$ cat src/rtl/spmv_pkg.sv
// Shared definitions for the CSR SpMV datapath.
//   SPMV_DATA_W : operand/sum width (fixed by carry_select_adder)
//   SPMV_ROW_W  : default row index width
//   acc_state_t : row accumulator output-register state
package spmv_pkg;

    localparam int unsigned SPMV_DATA_W = 16;
    localparam int unsigned SPMV_ROW_W  = 16;

    typedef enum logic {
        S_ACC = 1'b0,   // output register empty
        S_OUT = 1'b1    // output register holds a result
    } acc_state_t;

endpackage

$ cat src/rtl/carry_select_adder.sv
// 16-bit carry-select adder: four 4-bit blocks, each upper block precomputes
// both carry-in cases and selects on the incoming block carry.
// Ports:
//   a, b      in  16  operands
//   carryin   in  1   carry into bit 0
//   s         out 16  sum (combinational)
//   carryout  out 1   carry out of bit 15 (combinational)
module carry_select_adder
    import spmv_pkg::*;
(
    input  logic [15:0] a,
    input  logic [15:0] b,
    input  logic        carryin,
    output logic [15:0] s,
    output logic        carryout
);

    localparam int unsigned BLK_W = 4;
    localparam int unsigned N_BLK = 4;

    logic [N_BLK:0] c;

    assign c[0] = carryin;

    for (genvar g = 0; g < N_BLK; g++) begin : g_blk
        logic [BLK_W:0] r0;
        logic [BLK_W:0] r1;

        // Both candidate sums for this block; carry picks one.
        assign r0 = {1'b0, a[g*BLK_W +: BLK_W]} + {1'b0, b[g*BLK_W +: BLK_W]};
        assign r1 = r0 + (BLK_W+1)'(1);

        assign s[g*BLK_W +: BLK_W] = c[g] ? r1[BLK_W-1:0] : r0[BLK_W-1:0];
        assign c[g+1]              = c[g] ? r1[BLK_W]     : r0[BLK_W];
    end

    assign carryout = c[N_BLK];

endmodule

$ cat src/rtl/spmv_row_accumulator.sv
// CSR SpMV row accumulator: sums a stream of per-nonzero products into one
// result per row (empty rows included) and hands results out on valid/ready.
// Optional feature macro: ROW_ACC_SAT_EN (saturate row sums at 16'hFFFF once
// an addition in the row has overflowed).
// Ports:
//   clk, rst      clock and synchronous active-high reset
//   in_valid      product beat valid
//   in_ready      beat can be accepted (state==S_ACC | out_ready)
//   in_data       unsigned product
//   in_last       beat closes the current row
//   in_empty_row  beat marks an empty row (in_data/in_last ignored)
//   out_valid     row result valid
//   out_ready     consumer accepts the result
//   out_data      row sum
//   out_row       row index of out_data
//   out_ovf       an addition in this row carried out
module spmv_row_accumulator
    import spmv_pkg::*;
#(
    parameter int unsigned DATA_W = SPMV_DATA_W,
    parameter int unsigned ROW_W  = SPMV_ROW_W
) (
    input  logic              clk,
    input  logic              rst,
    input  logic              in_valid,
    output logic              in_ready,
    input  logic [DATA_W-1:0] in_data,
    input  logic              in_last,
    input  logic              in_empty_row,
    output logic              out_valid,
    input  logic              out_ready,
    output logic [DATA_W-1:0] out_data,
    output logic [ROW_W-1:0]  out_row,
    output logic              out_ovf
);

    // The adder is a fixed 16-bit block; reject any other width at elaboration.
    if (DATA_W != 16) begin : g_bad_width
        $error("spmv_row_accumulator: DATA_W must be 16");
    end

    acc_state_t        state;
    acc_state_t        state_next;
    logic [DATA_W-1:0] acc;
    logic              ovf_acc;
    logic [ROW_W-1:0]  row_cnt;

    logic [15:0]       add_s;
    logic              add_co;
    logic              row_ovf;
    logic [DATA_W-1:0] row_sum;

    logic              in_xfer;
    logic              beat_acc;
    logic              beat_last;
    logic              beat_empty;

    carry_select_adder u_add (
        .a        (acc),
        .b        (in_data),
        .carryin  (1'b0),
        .s        (add_s),
        .carryout (add_co)
    );

    assign row_ovf = ovf_acc | add_co;

`ifdef ROW_ACC_SAT_EN
    // Clamp for the rest of the row once any addition has overflowed.
    assign row_sum = row_ovf ? {DATA_W{1'b1}} : add_s;
`else
    assign row_sum = add_s;
`endif

    // Single-stage output register; pass-through when drained this cycle.
    assign in_ready  = (state == S_ACC) | out_ready;
    assign out_valid = (state == S_OUT);

    assign in_xfer    = in_valid & in_ready;
    assign beat_empty = in_xfer & in_empty_row;
    assign beat_last  = in_xfer & ~in_empty_row & in_last;
    assign beat_acc   = in_xfer & ~in_empty_row & ~in_last;

    // Next-state logic.
    always_comb begin
        state_next = state;
        unique case (state)
            S_ACC: begin
                if (beat_last | beat_empty) begin
                    state_next = S_OUT;
                end
            end
            S_OUT: begin
                if (out_ready) begin
                    state_next = (beat_last | beat_empty) ? S_OUT : S_ACC;
                end
            end
            default: state_next = S_ACC;
        endcase
    end

    // State, accumulator and output registers.
    always_ff @(posedge clk) begin
        if (rst) begin
            state    <= S_ACC;
            acc      <= '0;
            ovf_acc  <= 1'b0;
            row_cnt  <= '0;
            out_data <= '0;
            out_row  <= '0;
            out_ovf  <= 1'b0;
        end else begin
            state <= state_next;
            if (beat_acc) begin
                acc     <= row_sum;
                ovf_acc <= row_ovf;
            end
            if (beat_last) begin
                out_data <= row_sum;
                out_ovf  <= row_ovf;
                out_row  <= row_cnt;
                acc      <= '0;
                ovf_acc  <= 1'b0;
                row_cnt  <= row_cnt + ROW_W'(1);
            end
            // Empty row leaves any accumulator contents untouched.
            if (beat_empty) begin
                out_data <= '0;
                out_ovf  <= 1'b0;
                out_row  <= row_cnt;
                row_cnt  <= row_cnt + ROW_W'(1);
            end
        end
    end

endmodule
$ cat config.mk
export PLATFORM = sky130hd
export DESIGN_NAME = spmv_row_accumulator
export DESIGN_NICKNAME = d
export VERILOG_FILES = /design/src/rtl/spmv_pkg.sv /design/src/rtl/carry_select_adder.sv /design/src/rtl/spmv_row_accumulator.sv
export SDC_FILE = /design/constraint.sdc
export NUM_CORES = 1
export LEC_CHECK = 0
export CORE_UTILIZATION = 55
export CTS_CLUSTER_SIZE = 24
export DETAILED_ROUTE_END_ITERATION = 12
export PLACE_DENSITY = 0.84
export SETUP_SLACK_MARGIN = 0.4
export SLEW_MARGIN = 20
export SYNTH_ARGS = -nofsm -noshare
export SYNTH_HDL_FRONTEND = slang
export SYNTH_SLANG_ARGS = --single-unit
$ cat constraint.sdc
create_clock -name clk -period 7.3 [get_ports clk]
set_input_delay 1.46 -clock clk [delete_from_list [all_inputs] [get_ports clk]]
set_output_delay 1.46 -clock clk [all_outputs]
set_load 0.02 [all_outputs]
Fig. 1: routed clock nets over the placement
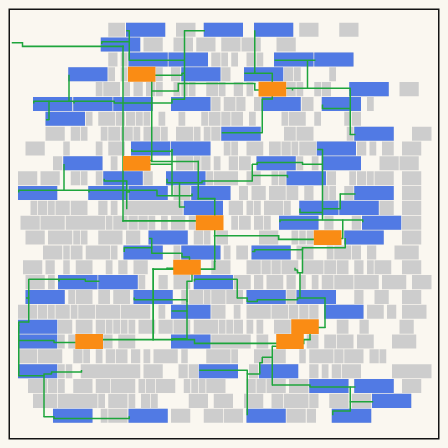
green -> clock wires  # length 838 um
blue -> flip-flops  # count 67
orange -> clock drivers  # count 9
routed clock nets = 10
flops lie = all over the die
Max Clock Skew: 0.0104 ns
Clk. pwr: 0.339 mW
share of total power in the clock network: 40.9%
clock insertion delay at the later pin of the skew report: 0.35 ns

Fig. 2: I/O pins on the die edge
Pins as bars across the die edge, other pins in grey.
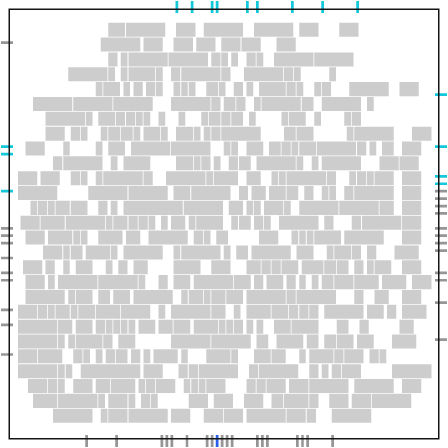
cyan -> `out_row`  # pins 16, direction output, edge 9 top, 4 right, 3 left
blue -> `in_last`  # pins 1, direction input, edge bottom
all pins by edge = 19 bottom, 16 right, 13 left, 9 top
die height: 78.4 um
Die Span X: 78.4 um
count of buffers from port buffering: 56

Fig. 3: routing congestion map
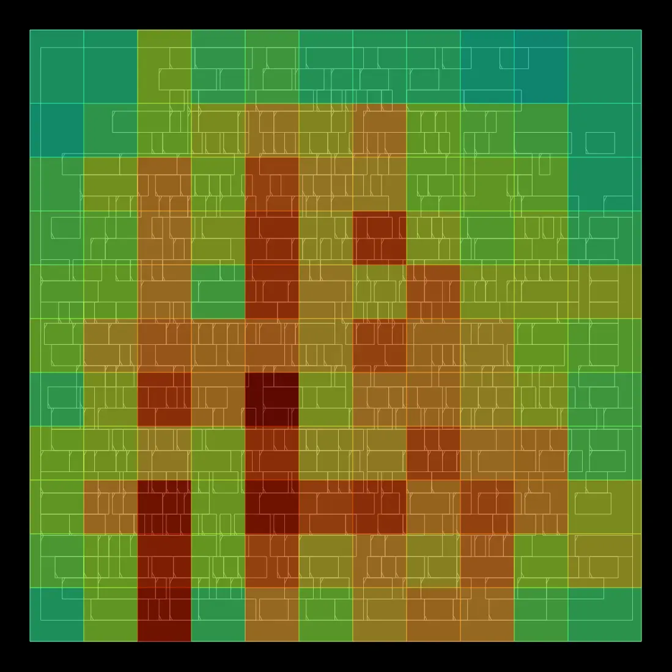
global routing met3 resource utilization: 6.63%
GR Util met2: 43.6%
final routed wire length divided by cell count: 14.2 um
GR Util met1: 31.2%

==> summary.json <==
{
  "status": "finished clean",
  "filler_cell_count": 446,
  "irDropWorstVdd_mv": 0.155,
  "netSwitchingFraction_pct": 26.0,
  "coreArea_sq_um": 5570,
  "yosys.area_share.adder_pct": 10.3,
  "comb_cells": 289,
  "comb_share_pct": 43.4,
  "dp_hpwl_um": 5040,
  "synth.most_common_cell": "sky130_fd_sc_hd__dfxtp_1",
  "synth_stat.cells": 387,
  "timing.critical_path.required_ns": 7.53,
  "stage_log_warnings": 26,
  "clock_network_contribution_to_total_cell_area_pct": 5.39,
  "buf_share_pct": 14.4,
  "cp_cell_sequence": "clkdlybuf4s50_1, ha_1, inv_1, fa_1, nand2b_1, a21oi_2, nor4b_2, xnor2_1, and4_1, mux2_2, xnor2_1, o21ai_0",
  "synthArstFlopShare_pct": 0,
  "placementRows": 27,
  "synthSimpleGateAreaFrac_pct": 20.7,
  "synth.cell_area_sq_um": 3210,
  "synth.mux.area_fraction_pct": 1.29,
  "achievable-frequency_mhz": 224,
  "worstHoldStart": "out_row[15]$_SDFFE_PP0P_",
  "routed_via_density": 5.43,
  "ff2ff_setup_slack_ns": 4.02,
  "total_switching_power_mw": 0.215,
  "clock_path_buffers": 2,
  "ys_top_logic_family": "simple AND/OR/NAND/NOR gates",
  "yosysChipArea_sq_um": 3210,
  "synth.top_cells.by_area": "sky130_fd_sc_hd__dfxtp_1 42%, sky130_fd_sc_hd__ha_1 7.8%, sky130_fd_sc_hd__nand2_1 7.1%",
  "setup.worst_path.class": "input pin to register",
  "well_tap_count": 72,
  "n_all_buffers": 59,
  "area_of_the_die_sq_um": 6150,
  "antenna_found_initial": 0,
  "cts.clk_slew.worst_paths_ns": 0.08,
  "power_mw": 0.829
}
routing by layer:
layer | part of all wire [%] | track usage (%) | up-vias
met5 | 0 | 0 | -
met4 | 1.2 | 8.70 | 0
met3 | 4.3 | 6.63 | 10
met2 | 49 | 43.6 | 63
met1 | 46 | 31.2 | 1319
li1 | - | - | 1419
cells in the final DEF, fill, tap and decap left out, drive strengths merged, types with 12 or more instances in the layout:
cell / n
clkdlybuf4s50: 56
ha: 20
nand4: 12
nand2: 61
o21ai: 19
inv: 15
xnor2: 18
nor2: 47
xor2: 14
dfxtp: 67
a21oi: 45
worst max-delay path by stage:
stage               startpoint                    to  cells past startpoint
finish              in_data[0]  ovf_acc$_SDFFE_PP0P_                     12
global route        in_data[0]  ovf_acc$_SDFFE_PP0P_                     12
CTS                 in_data[0]  ovf_acc$_SDFFE_PP0P_                     12
detailed placement  in_data[0]  ovf_acc$_SDFFE_PP0P_                     12
global placement    in_data[0]  ovf_acc$_SDFFE_PP0P_                     12
floorplan           in_data[0]  ovf_acc$_SDFFE_PP0P_                     12
critical path, delay by kind of cell:
family / cells / cell delay [ns]
and+or+nand+nor: 3 / 0.89
xor gates and xnor gates: 2 / 0.53
buffers and inverters: 2 / 0.51
AOI/OAI and AO/OA: 2 / 0.37
muxes: 1 / 0.38
adders and majority gates: 2 / 0.55
through the flow:
step	std cells	utilization (%)	hold slack [ns]	setup slack (ns)
6_report	518	72.5	0.455	2.84
5_1_grt	518	72.5	0.483	2.64
4_1_cts	518	72.5	0.459	2.86
3_5_place_dp	502	68.6	0.448	2.56
3_3_place_gp	502	68.6	0.439	2.66
2_1_floorplan	387	-	0.426	3.32
flip-flops by register name, summed over array words and instances, names as in the netlist:
signal and cells:
row_cnt 16, out_ovf 1, acc 16, out_data 16, out_row 16, out_valid 1, ovf_acc 1
Power figures rest on the tool's default switching activity, not on a simulated workload.
